### Selected gate families, run 1

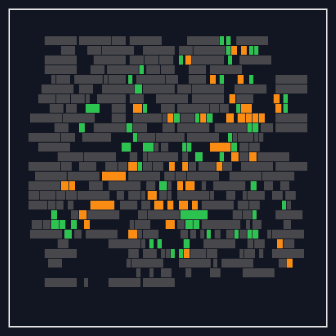
### Clock wires, drivers and flops, run 1

Scale bar: 20 um.
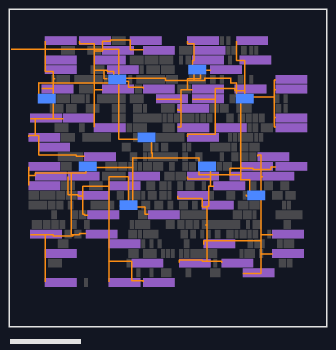
### Cell classes on the final placement, run 1

Scale bar: 20 um.
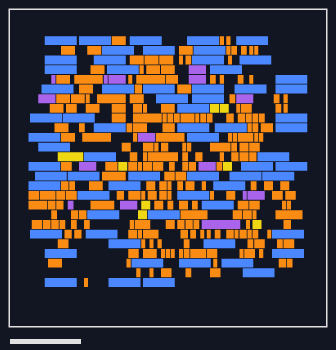
[config.mk]
export PLATFORM = sky130hd
export DESIGN_NAME = pantalla_cmd_ctrl
export DESIGN_NICKNAME = d
export VERILOG_FILES = /design/src/rtl/pantalla_pkg.sv /design/src/rtl/pantalla_rx_timeout.sv /design/src/rtl/pantalla_cmd_ctrl.sv
export SDC_FILE = /design/constraint.sdc
export NUM_CORES = 1
export LEC_CHECK = 0
export CAP_MARGIN = 10
export CORE_MARGIN = 5
export CORE_UTILIZATION = 55
export DETAILED_ROUTE_END_ITERATION = 10
export DONT_BUFFER_PORTS = 1
export PLACE_DENSITY = 0.78
export SKIP_LAST_GASP = 1
export SLEW_MARGIN = 20
export SYNTH_ARGS = -nofsm -noshare
export SYNTH_HDL_FRONTEND = slang
export SYNTH_SLANG_ARGS = --single-unit
[constraint.sdc]
create_clock -name clkM -period 2.54 [get_ports clkM]
set_input_delay 0.508 -clock clkM [delete_from_list [all_inputs] [get_ports clkM]]
set_output_delay 0.508 -clock clkM [all_outputs]
set_load 0.005 [all_outputs]
[src/rtl/pantalla_pkg.sv]
// Shared types and constants for the pantalla command sequencer.
// Frames are SYNC, CMD, DATA, CHK with CHK = CMD ^ DATA.
package pantalla_pkg;

    typedef enum logic [2:0] {
        IDLE,
        CMD,
        DATA,
        CHK,
        WRITE,
        CLEAR
    } state_t;

    localparam logic [3:0] OP_LEDS = 4'h1;
    localparam logic [3:0] OP_WREG = 4'h2;
    localparam logic [3:0] OP_CLR  = 4'h3;

    localparam logic [7:0] SYNC_BYTE_DEFAULT = 8'hAA;
    localparam int         BAUD_DIV          = 434;

endpackage

[src/rtl/pantalla_rx_timeout.sv]
// Inter-byte watchdog: reloads on every received byte, counts down while a
// frame is open and strobes expired once the full interval has elapsed.
module pantalla_rx_timeout #(
    parameter int TIMEOUT = 100000,
    parameter int TO_W    = 17
) (
    input  logic clkM,
    input  logic rstM,
    input  logic load,
    input  logic en,
    output logic expired
);

    logic [TO_W-1:0] cnt_q, cnt_d;

    always_comb begin
        cnt_d = cnt_q;
        if (load) begin
            cnt_d = TO_W'(TIMEOUT);
        end else if (!en) begin
            cnt_d = '0;
        end else if (cnt_q != '0) begin
            cnt_d = cnt_q - 1'b1;
        end
    end

    assign expired = en && !load && (cnt_q == '0);

    always_ff @(posedge clkM or posedge rstM) begin
        if (rstM) begin
            cnt_q <= '0;
        end else begin
            cnt_q <= cnt_d;
        end
    end

endmodule

[src/rtl/pantalla_cmd_ctrl.sv]
// Parses framed UART commands and sequences LED / display register writes
// through a req/ack handshake; reports frame outcome and counts errors.
module pantalla_cmd_ctrl
    import pantalla_pkg::*;
#(
    parameter logic [7:0] SYNC_BYTE = SYNC_BYTE_DEFAULT,
    parameter int         TIMEOUT   = 100000,
    parameter int         TO_W      = 17,
    parameter int         NREGS     = 16
) (
    input  logic       clkM,
    input  logic       rstM,
    input  logic [7:0] rx_data,
    input  logic       rx_valid,
    input  logic       rx_err,
    output logic       wr_req,
    output logic [3:0] wr_addr,
    output logic [7:0] wr_data,
    input  logic       wr_ack,
    output logic [7:0] leds,
    output logic       frame_ok,
    output logic       frame_err,
    output logic [7:0] err_cnt,
    output logic       busy
);

    localparam logic [3:0] LAST_ADDR = 4'(NREGS - 1);

    state_t     state_q, state_d;
    logic [7:0] cmd_q, cmd_d;
    logic [7:0] data_q, data_d;
    logic [7:0] leds_q, leds_d;
    logic       wr_req_q, wr_req_d;
    logic [3:0] wr_addr_q, wr_addr_d;
    logic [7:0] wr_data_q, wr_data_d;
    logic       frame_ok_q, frame_ok_d;
    logic       frame_err_q, frame_err_d;
    logic       err_pend_q, err_pend_d;
    logic [7:0] err_cnt_q, err_cnt_d;
    logic       ok_ev, err_ev;
    logic       to_en, to_expired;

    assign to_en = (state_q == CMD) || (state_q == DATA) || (state_q == CHK);

    pantalla_rx_timeout #(
        .TIMEOUT (TIMEOUT),
        .TO_W    (TO_W)
    ) u_timeout (
        .clkM    (clkM),
        .rstM    (rstM),
        .load    (rx_valid),
        .en      (to_en),
        .expired (to_expired)
    );

    always_comb begin
        state_d   = state_q;
        cmd_d     = cmd_q;
        data_d    = data_q;
        leds_d    = leds_q;
        wr_req_d  = wr_req_q;
        wr_addr_d = wr_addr_q;
        wr_data_d = wr_data_q;
        ok_ev     = 1'b0;
        err_ev    = 1'b0;

        case (state_q)
            IDLE: begin
                if (rx_valid && !rx_err && rx_data == SYNC_BYTE) state_d = CMD;
            end
            CMD, DATA, CHK: begin
                if (rx_err) begin
                    err_ev  = 1'b1;
                    state_d = IDLE;
                end else if (rx_valid) begin
                    if (state_q == CMD) begin
                        cmd_d   = rx_data;
                        state_d = DATA;
                    end else if (state_q == DATA) begin
                        data_d  = rx_data;
                        state_d = CHK;
                    end else begin
                        state_d = IDLE;
                        if (rx_data != (cmd_q ^ data_q)) begin
                            err_ev = 1'b1;
                        end else begin
                            case (cmd_q[7:4])
                                OP_LEDS: begin
                                    leds_d = data_q;
                                    ok_ev  = 1'b1;
                                end
                                OP_WREG: begin
                                    state_d   = WRITE;
                                    wr_addr_d = cmd_q[3:0];
                                    wr_data_d = data_q;
                                end
                                OP_CLR: begin
                                    state_d   = CLEAR;
                                    wr_addr_d = '0;
                                    wr_data_d = '0;
                                end
                                default: err_ev = 1'b1;
                            endcase
                        end
                    end
                end else if (to_expired) begin
                    err_ev  = 1'b1;
                    state_d = IDLE;
                end
            end
            WRITE, CLEAR: begin
                // Bytes arriving mid-operation are dropped but still reported.
                if (rx_valid) err_ev = 1'b1;
                if (!wr_req_q) begin
                    wr_req_d = 1'b1;
                end else if (wr_ack) begin
                    wr_req_d = 1'b0;
                    if (state_q == WRITE || wr_addr_q == LAST_ADDR) begin
                        ok_ev   = 1'b1;
                        state_d = IDLE;
                    end else begin
                        wr_addr_d = wr_addr_q + 4'd1;
                    end
                end
            end
            default: state_d = IDLE;
        endcase

        // A drop that coincides with completion is reported one cycle later,
        // when the controller is already idle and cannot raise another event.
        frame_ok_d  = ok_ev;
        frame_err_d = err_pend_q || (err_ev && !ok_ev);
        err_pend_d  = err_ev && ok_ev;
        err_cnt_d   = err_cnt_q;
        if (frame_err_d && err_cnt_q != 8'hFF) err_cnt_d = err_cnt_q + 8'd1;
    end

    always_ff @(posedge clkM or posedge rstM) begin
        if (rstM) begin
            state_q     <= IDLE;
            cmd_q       <= '0;
            data_q      <= '0;
            leds_q      <= '0;
            wr_req_q    <= 1'b0;
            wr_addr_q   <= '0;
            wr_data_q   <= '0;
            frame_ok_q  <= 1'b0;
            frame_err_q <= 1'b0;
            err_pend_q  <= 1'b0;
            err_cnt_q   <= '0;
        end else begin
            state_q     <= state_d;
            cmd_q       <= cmd_d;
            data_q      <= data_d;
            leds_q      <= leds_d;
            wr_req_q    <= wr_req_d;
            wr_addr_q   <= wr_addr_d;
            wr_data_q   <= wr_data_d;
            frame_ok_q  <= frame_ok_d;
            frame_err_q <= frame_err_d;
            err_pend_q  <= err_pend_d;
            err_cnt_q   <= err_cnt_d;
        end
    end

    assign wr_req    = wr_req_q;
    assign wr_addr   = wr_addr_q;
    assign wr_data   = wr_data_q;
    assign leds      = leds_q;
    assign frame_ok  = frame_ok_q;
    assign frame_err = frame_err_q;
    assign err_cnt   = err_cnt_q;
    assign busy      = (state_q != IDLE);

endmodule

==> impl_metrics.csv, run 1 <==
group,metric,value,unit
layout,buffers_excl_clock,8,
power_and_ir_drop,ir_drop,635,uV
die,fp_util,57.1,%
yosys,simple_gate_area_share,17.0,%
run_status,outcome,"completed",
critical_path,cp_max_fo,9,
detailed_routing,top_layer,"met4",
sta,fin_crit_sh,91.6,%
grt,grt_use_met2,29.0,%
yosys,synthCells,302,
layout,fill_cells,465,
sta,min_period,2.33,ns
critical_path,endpoint,"err_cnt[1]",
critical_path,crit_buf_inv,0,
power_and_ir_drop,p_leak,1.70,nW
grt,grt_overflow_total,0,
critical_path,slowest_stage,"or4_4",
power_and_ir_drop,powerComb,1.34,mW
detailed_routing,via_per_inst,5.96,
detailed_routing,route.met2.wl,3.25,mm
power_and_ir_drop,combPwrFrac,33.9,%
power_and_ir_drop,internal_power,2.58,mW
yosys,synth.distinct_cells,58,
place,dpl_cell_area,3520,um^2
detailed_routing,drc,0,
die,core_area,5990,um^2
cts,htreeDepth,3,
grt,grt_pass1_vias,2355,
layout,final_cells,389,
yosys,enable_flop_cells,0,
critical_path,critical_path.startpoint_type,"flip-flop",
layout,largest_register,"u_timeout.cnt_q",
run,drv_cap,0,
detailed_routing,num_vias,2320,
yosys,numSynthFlops,68,
yosys,logic_family,"simple AND/OR/NAND/NOR gates",
power_and_ir_drop,p_clk,850,uW
yosys,syn_avg_cell_area,11.3,um^2
yosys,xor_share,8.74,%
yosys,synthAoiAreaFrac,11.3,%
die,dieWidth,88.9,um
critical_path,crit_top_cell,"o21bai_4",
critical_path,reg2regPathDepth,7,
layout,seq_cell_count,68,
place,gp_congestion,0.811,
layout,regArea,1700,um^2
die,io_pins,45,
layout,comb_cells,218,
detailed_routing,wl_per_cell,17.6,um
sta,fmax,430,MHz
cts,post_cts_resize_count,0,
layout,nNetsFinal,327,
yosys,top_area_cell,"dfrtp_1",
yosys,ys_top_cells_by_area,"dfrtp_1 (50%), mux2_2 (8.6%), xnor3_1 (4.0%)",
yosys,top_area_share,49.7,%
Notes on 'Selected gate families' above:
nand cells -> green  # cells 55
aoi and oai cells -> orange  # cells 42

Notes on 'Clock wires, drivers and flops' above:
clock wires -> orange  # length 809 um
flip-flops -> purple  # count 68
clock drivers -> blue  # count 9
routed clock nets = 10

Notes on 'Cell classes on the final placement' above:
remaining buffers and delay cells -> yellow  # cells 8, share of their area 2.0%
sequential cells -> blue  # cells 68, share of their area 47%
combinational and other logic -> orange  # cells 223, share of their area 46%
clock drivers and dummy loads -> purple  # cells 15, share of their area 5.1%

--- run 2 (diff from run 1) ---
- ABC_CLOCK_PERIOD_IN_PS: not set -> 2540
==> run 2 against run 1 <==
Clock power about the same. Critical path depth unchanged. Synthesized cell count unchanged. Total power unchanged. Largest cell class unchanged. Worst setup slack unchanged. Cell area unchanged. Sequential share of layout area unchanged. Die area unchanged. Core utilization unchanged. Register-to-register slack about the same. First-iteration DRC count unchanged.
==> impl_metrics.csv, run 2 <==
group,metric,value,unit
layout,comb_share,44.1,%
yosys,synth_seq_share,49.7,%
layout,buffers_excl_clock,8,
power_and_ir_drop,combPwrFrac,33.9,%
critical_path,critical_path.cell_chain,"xnor3_1, nand2_1, or4_4, o21bai_4, o21bai_4, and2_4, mux2_4",
power_and_ir_drop,p_seq,1.76,mW
critical_path,critical_path.startpoint_type,"flip-flop",
grt,grt_overflow_total,0,
critical_path,reg2regPathDepth,7,
yosys,synthCells,302,
yosys,top_area_cell,"dfrtp_1",
critical_path,endpoint,"err_cnt[1]",
layout,comb_cells,218,
yosys,yosys-stat-cells,302,
yosys,top_area_share,49.7,%
critical_path,cp_max_fo,9,
critical_path,path_class,"reg2reg",
detailed_routing,drt_iter0_drc,170,
grt,grt_max_degree,39,
layout,fill_cells,465,
layout,nNetsFinal,327,
cts,htreeDepth,3,
critical_path,crit_top_cell,"o21bai_4",
cts,cts-buffers-inserted,9,
cts,clk-insertion-delay-late,0.34,ns
detailed_routing,num_vias,2320,
sta,rsz0062_at_grt,"false",
yosys,xor_share,8.74,%
detailed_routing,drc,0,
grt,use_met3,7.08,%
critical_path,slowest_stage,"or4_4",
grt,grt_pass1_vias,2355,
yosys,synth.distinct_cells,58,
place,gp_congestion,0.811,
yosys,syn_area,3420,um^2
power_and_ir_drop,p_clk,850,uW
cts,cts_tree,"done",
layout,drive_gt1_share,20.1,%
yosys,numSynthFlops,68,
die,dieWidth,88.9,um
yosys,synthAoiAreaFrac,11.3,%
power_and_ir_drop,internal_power,2.58,mW
yosys,syn_avg_cell_area,11.3,um^2
sta,fin_crit_sh,91.6,%
detailed_routing,via_per_inst,5.96,
cts,post_cts_resize_count,0,
critical_path,r2r_start,"data_q[4]",
die,fp_util,57.1,%
critical_path,cp.depth,7,
grt,grt_use_met2,29.0,%
layout,regArea,1700,um^2
yosys,simple_gate_area_share,17.0,%
critical_path,crit_buf_inv,0,
power_and_ir_drop,powerComb,1.34,mW
sta,fmax,430,MHz
die,io_pins,45,
detailed_routing,route.met2.wl,3.25,mm
layout,final_cells,389,
layout,largest_register,"u_timeout.cnt_q",
detailed_routing,top_layer,"met4",
run,drv_cap,0,
yosys,ys_top_cells_by_area,"dfrtp_1 (50%), mux2_2 (8.6%), xnor3_1 (4.0%)",
power_and_ir_drop,ir_drop,635,uV
run_status,outcome,"completed",
layout,diodes,0,
detailed_routing,wl_per_cell,17.6,um
yosys,enable_flop_cells,0,
power_and_ir_drop,p_leak,1.70,nW
sta,min_period,2.33,ns
layout,seq_cell_count,68,
yosys,logic_family,"simple AND/OR/NAND/NOR gates",
place,dpl_cell_area,3520,um^2
yosys,common_cells,"dfrtp_1 (68), nand2_1 (32), mux2_2 (26)",
yosys,synth_chip_area,3420,um^2
run,tool_warnings,27,
critical_path,startpoint,"data_q[4]",
layout,syn_to_final_growth,8.30,%
### Selected gate families, run 2

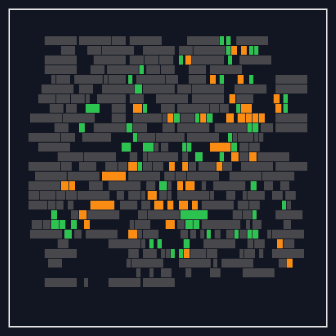
aoi and oai cells -> orange  # cells 42
nand cells -> green  # cells 55

### Cell outlines without signal wires, run 2

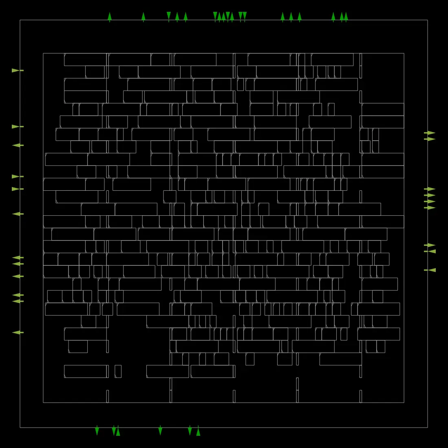
core area: 5990 um^2
FP Rows: 28
Tap Cells: 75

### M2 wires, run 2

Cells faint in the background.
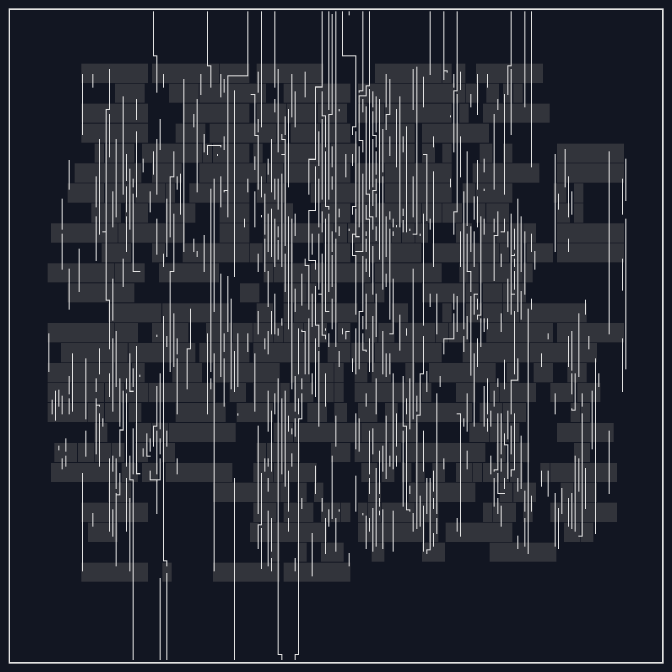
share of all routed wire = 47%
nets with wire on the layer = 288
longest straight run = 37.6 um
main direction = vertical
wire length on this layer = 3250 um

Power figures rest on the tool's default switching activity, not on a simulated workload.
